--- src/rtl/conv_mac_pkg.sv ---
// Shared defaults, accumulator type and saturating adders for conv_mac.
// The adders are only used when the block is built with SATURATE_EN.
package conv_mac_pkg;

    localparam int WIDTH_DEF     = 8;
    localparam int ACC_WIDTH_DEF = 32;
    localparam int ACC_MSB       = ACC_WIDTH_DEF - 1;

    typedef logic [ACC_WIDTH_DEF-1:0] acc_t;

    // Two's-complement add clamped to the most positive / most negative value.
    function automatic acc_t sat_add_s(acc_t a, acc_t b);
        acc_t s;
        s = a + b;
        if ((a[ACC_MSB] == b[ACC_MSB]) && (s[ACC_MSB] != a[ACC_MSB]))
            return a[ACC_MSB] ? {1'b1, {ACC_MSB{1'b0}}} : {1'b0, {ACC_MSB{1'b1}}};
        return s;
    endfunction

    function automatic acc_t sat_add_u(acc_t a, acc_t b);
        logic [ACC_WIDTH_DEF:0] s;
        s = {1'b0, a} + {1'b0, b};
        return s[ACC_WIDTH_DEF] ? '1 : s[ACC_MSB:0];
    endfunction

endpackage

--- src/rtl/conv_mac_mul.sv ---
// Operand multiplier: WIDTH x WIDTH product extended to ACC_WIDTH.
// Combinational, no latency; no flow control.
module conv_mac_mul #(
    parameter int WIDTH      = 8,
    parameter int ACC_WIDTH  = 32,
    parameter bit SIGNED_MUL = 1'b1
) (
    input  logic [WIDTH-1:0]     a,
    input  logic [WIDTH-1:0]     b,
    output logic [ACC_WIDTH-1:0] prod_ext
);

    generate
        if (SIGNED_MUL) begin : g_signed
            logic signed [2*WIDTH-1:0] p;
            assign p        = $signed(a) * $signed(b);
            assign prod_ext = ACC_WIDTH'(p);
        end else begin : g_unsigned
            logic [2*WIDTH-1:0] p;
            assign p        = a * b;
            assign prod_ext = ACC_WIDTH'(p);
        end
    endgenerate

endmodule

--- src/rtl/conv_mac.sv ---
// Streaming MAC over convolution windows; optional SATURATE_EN clamps each add.
// Latency: out_valid one cycle after the in_last beat; no backpressure, one beat per cycle.
// A window-start beat (in_first, or any beat while idle) discards any partial sum.
module conv_mac
    import conv_mac_pkg::*;
#(
    parameter int WIDTH      = WIDTH_DEF,
    parameter int ACC_WIDTH  = ACC_WIDTH_DEF,
    parameter bit SIGNED_MUL = 1'b1
) (
    input  logic                 clk,
    input  logic                 rst,
    input  logic                 in_valid,
    input  logic                 in_first,
    input  logic                 in_last,
    input  logic [WIDTH-1:0]     a_in,
    input  logic [WIDTH-1:0]     b_in,
    input  logic                 bias_valid,
    input  logic [ACC_WIDTH-1:0] bias_in,
    output logic                 out_valid,
    output logic [ACC_WIDTH-1:0] out_sum
);

    generate
        if (ACC_WIDTH < 2 * WIDTH) begin : g_bad_width
            $error("conv_mac: ACC_WIDTH must be at least 2*WIDTH");
        end
`ifdef SATURATE_EN
        if (ACC_WIDTH != $bits(acc_t)) begin : g_bad_sat_width
            $error("conv_mac: saturating adders are sized for the package accumulator width");
        end
`endif
    endgenerate

    logic [ACC_WIDTH-1:0] acc;
    logic                 active;
    logic [ACC_WIDTH-1:0] prod;
    logic                 start;
    logic [ACC_WIDTH-1:0] add_lhs;
    logic [ACC_WIDTH-1:0] next_acc;

    conv_mac_mul #(
        .WIDTH      (WIDTH),
        .ACC_WIDTH  (ACC_WIDTH),
        .SIGNED_MUL (SIGNED_MUL)
    ) u_mul (
        .a        (a_in),
        .b        (b_in),
        .prod_ext (prod)
    );

    assign start   = in_first || !active;
    assign add_lhs = start ? (bias_valid ? bias_in : '0) : acc;

`ifdef SATURATE_EN
    assign next_acc = SIGNED_MUL ? sat_add_s(add_lhs, prod) : sat_add_u(add_lhs, prod);
`else
    assign next_acc = add_lhs + prod;
`endif

    always_ff @(posedge clk) begin
        if (rst) begin
            acc       <= '0;
            active    <= 1'b0;
            out_valid <= 1'b0;
            out_sum   <= '0;
        end else begin
            out_valid <= 1'b0;
            if (in_valid) begin
                acc    <= next_acc;
                active <= !in_last;
                if (in_last) begin
                    out_valid <= 1'b1;
                    out_sum   <= next_acc;
                end
            end
        end
    end

endmodule

--- config.mk ---
export PLATFORM = sky130hd
export DESIGN_NAME = conv_mac
export DESIGN_NICKNAME = d
export VERILOG_FILES = /design/src/rtl/conv_mac_pkg.sv /design/src/rtl/conv_mac_mul.sv /design/src/rtl/conv_mac.sv
export SDC_FILE = /design/constraint.sdc
export NUM_CORES = 1
export LEC_CHECK = 0
export CAP_MARGIN = 40
export CORE_MARGIN = 5
export CORE_UTILIZATION = 45
export CTS_CLUSTER_DIAMETER = 120
export CTS_CLUSTER_SIZE = 25
export DETAILED_ROUTE_END_ITERATION = 8
export PLACE_DENSITY = 0.73
export SYNTH_ARGS = -nofsm -noshare
export SYNTH_HDL_FRONTEND = slang
export SYNTH_SLANG_ARGS = --single-unit
export TNS_END_PERCENT = 1
--- constraint.sdc ---
create_clock -name clk -period 10.9 [get_ports clk]
set_clock_uncertainty 0.1 [all_clocks]
set_input_delay 1.635 -clock clk [delete_from_list [all_inputs] [get_ports clk]]
set_output_delay 1.635 -clock clk [all_outputs]
set_load 0.05 [all_outputs]
**Layout detail**

Scale bar: 10 um. Region (47, 20) to (87, 60) um. Cells in gray, sequential cells in the stronger gray; small squares are vias.
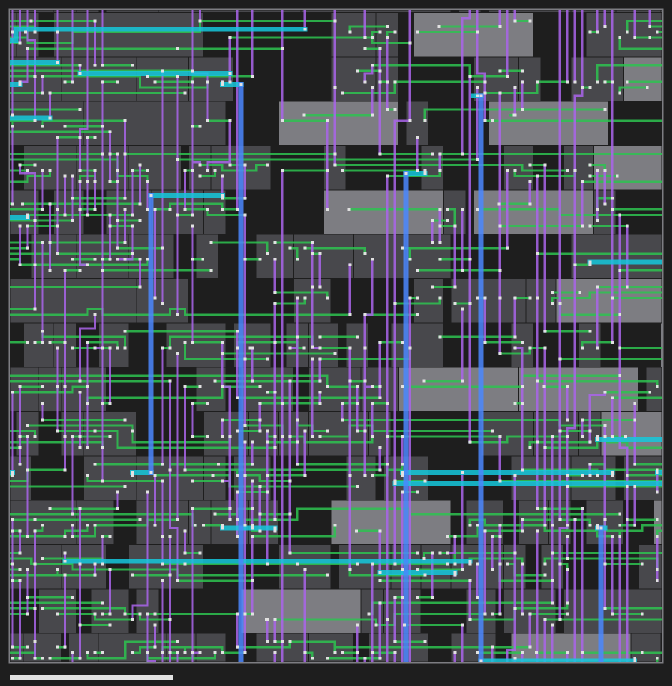
[green] M1
[blue] M4
[cyan] M3
[purple] M2
most frequent: nand2_1 (15), dfxtp_1 (13), xnor2_1 (10)
cells with their middle in the window: 139
netlist names of flops here include: acc (8), out_sum (5)
sequential cells in the window: 13

**Met1 routing**

Scale bar: 50 um. Supply wires on this layer in gray.
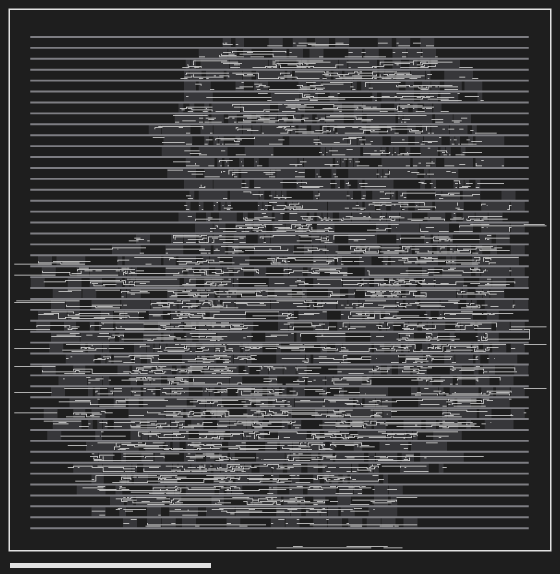
share of all routed wire: 47%
nets with wire on the layer: 1013
via count: 5870
met1 usage: 25.93%
Post-Route WL: 16460 um

==> impl_metrics.csv <==
group,metric,value,unit
final_layout,flops,66,
routing,first_pass_iters,5,
die,fp.dieW,134.6,um
hold_path,hp-class,"flop to flop",
final_timing,period_needed,9412,ps
die,core_area,15200,um2
routing,drtIter0Drc,340,
cts,clock_latency,340,ps
final_layout,largest_cell_class,"logic gates",
critical_path,cp_max_fo,23,
critical_path,r2r_end,"acc[28]$_SDFFE_PP0P_",
flow_run,warnings,27,
synthesis,yosys_most_used_dff,"dfxtp_1",
final_layout,diodes,0,
synthesis,synthCells,830,
final_timing,max_freq,106.3,MHz
final_layout,lay_top_count,"inv_1",
synthesis,seq_area_frac_synth,18.92,%
place,io_buffers,86,
synthesis,yosys_area,6982,um2
final_timing,drv_slew,0,
outcome,status,"complete, no violations",
final_layout,buffers_excl_clock,93,
synthesis,ys_async_sr_fraction,0,%
hold_path,worstHoldStart,"out_sum[30]$_SDFFE_PP0P_",
final_layout,area_share_nonclk_buffers,11.09,%
synthesis,yosysTopAreaCell,"dfxtp_1",
routing,wl_per_cell,14.98,um
cts,cts_max_level,3,
synthesis,edf_count,0,
final_timing,worstMarginPinSlew,791.2,ps
cts,path_clk_slew,60,ps
cts,cts_tree,"built",
final_layout,final-clk-cell-share,4.501,%
synthesis,ys_ff,66,
die,die.size.y,134.6,um
cts,numCtsBuffers,9,
-- stage by stage --
step	setup slack [ps]	util, %	area, um2	hold slack, ps
after floorplan	2662	-	6982	355.1
after global placement	1360	52.34	7956	340.3
after detailed placement	1156	52.57	7991	347.3
after CTS	1478	55.05	8368	360.1
after global routing	859.4	55.05	8368	391.2
final	1488	55.05	8368	362.7
-- worst max-delay path: stages --
cell and delay [ps]:
clkdlybuf4s50_1 530, and2_1 270, fa_1 620, inv_1 150, fa_1 550, inv_1 50, fa_1 520, inv_1 50
fa_1 520, inv_1 40, ha_1 330, nand2_1 60, o21ai_0 340, o41ai_4 170, xnor2_1 580, inv_1 580
ha_1 470, a21oi_1 160, nand2_1 70, a21oi_1 120, a22oi_1 170, and3_1 260, a2111oi_0 500, o31a_1 230
mux2i_1 220, xor2_1 200, a211oi_1 100
-- kinds of logic after synthesis --
group | share of synthesized area [%]
multiplexers | 4.194
adder cells (fa/ha/maj) | 26.09
flip-flops | 18.92
buffers and inverters | 7.939
AND/OR/NAND/NOR | 19.66
XOR/XNOR | 7.204
AND-OR/OR-AND | 15.99
-- sequential cells by signal, indices dropped and copies added, names as in the netlist --
register and cells:
acc 32, out_valid 1, active 1, out_sum 32
-- per-layer routing --
metal	vias up	wire, um	part of all wire (%)	GRT usage, %
met2	141	7548	46	30.36
met3	29	712	4.3	2.683
met5	-	0	0	0
met4	0	496	3.0	7.127
li1	2944	-	-	-
met1	2756	7705	47	25.93
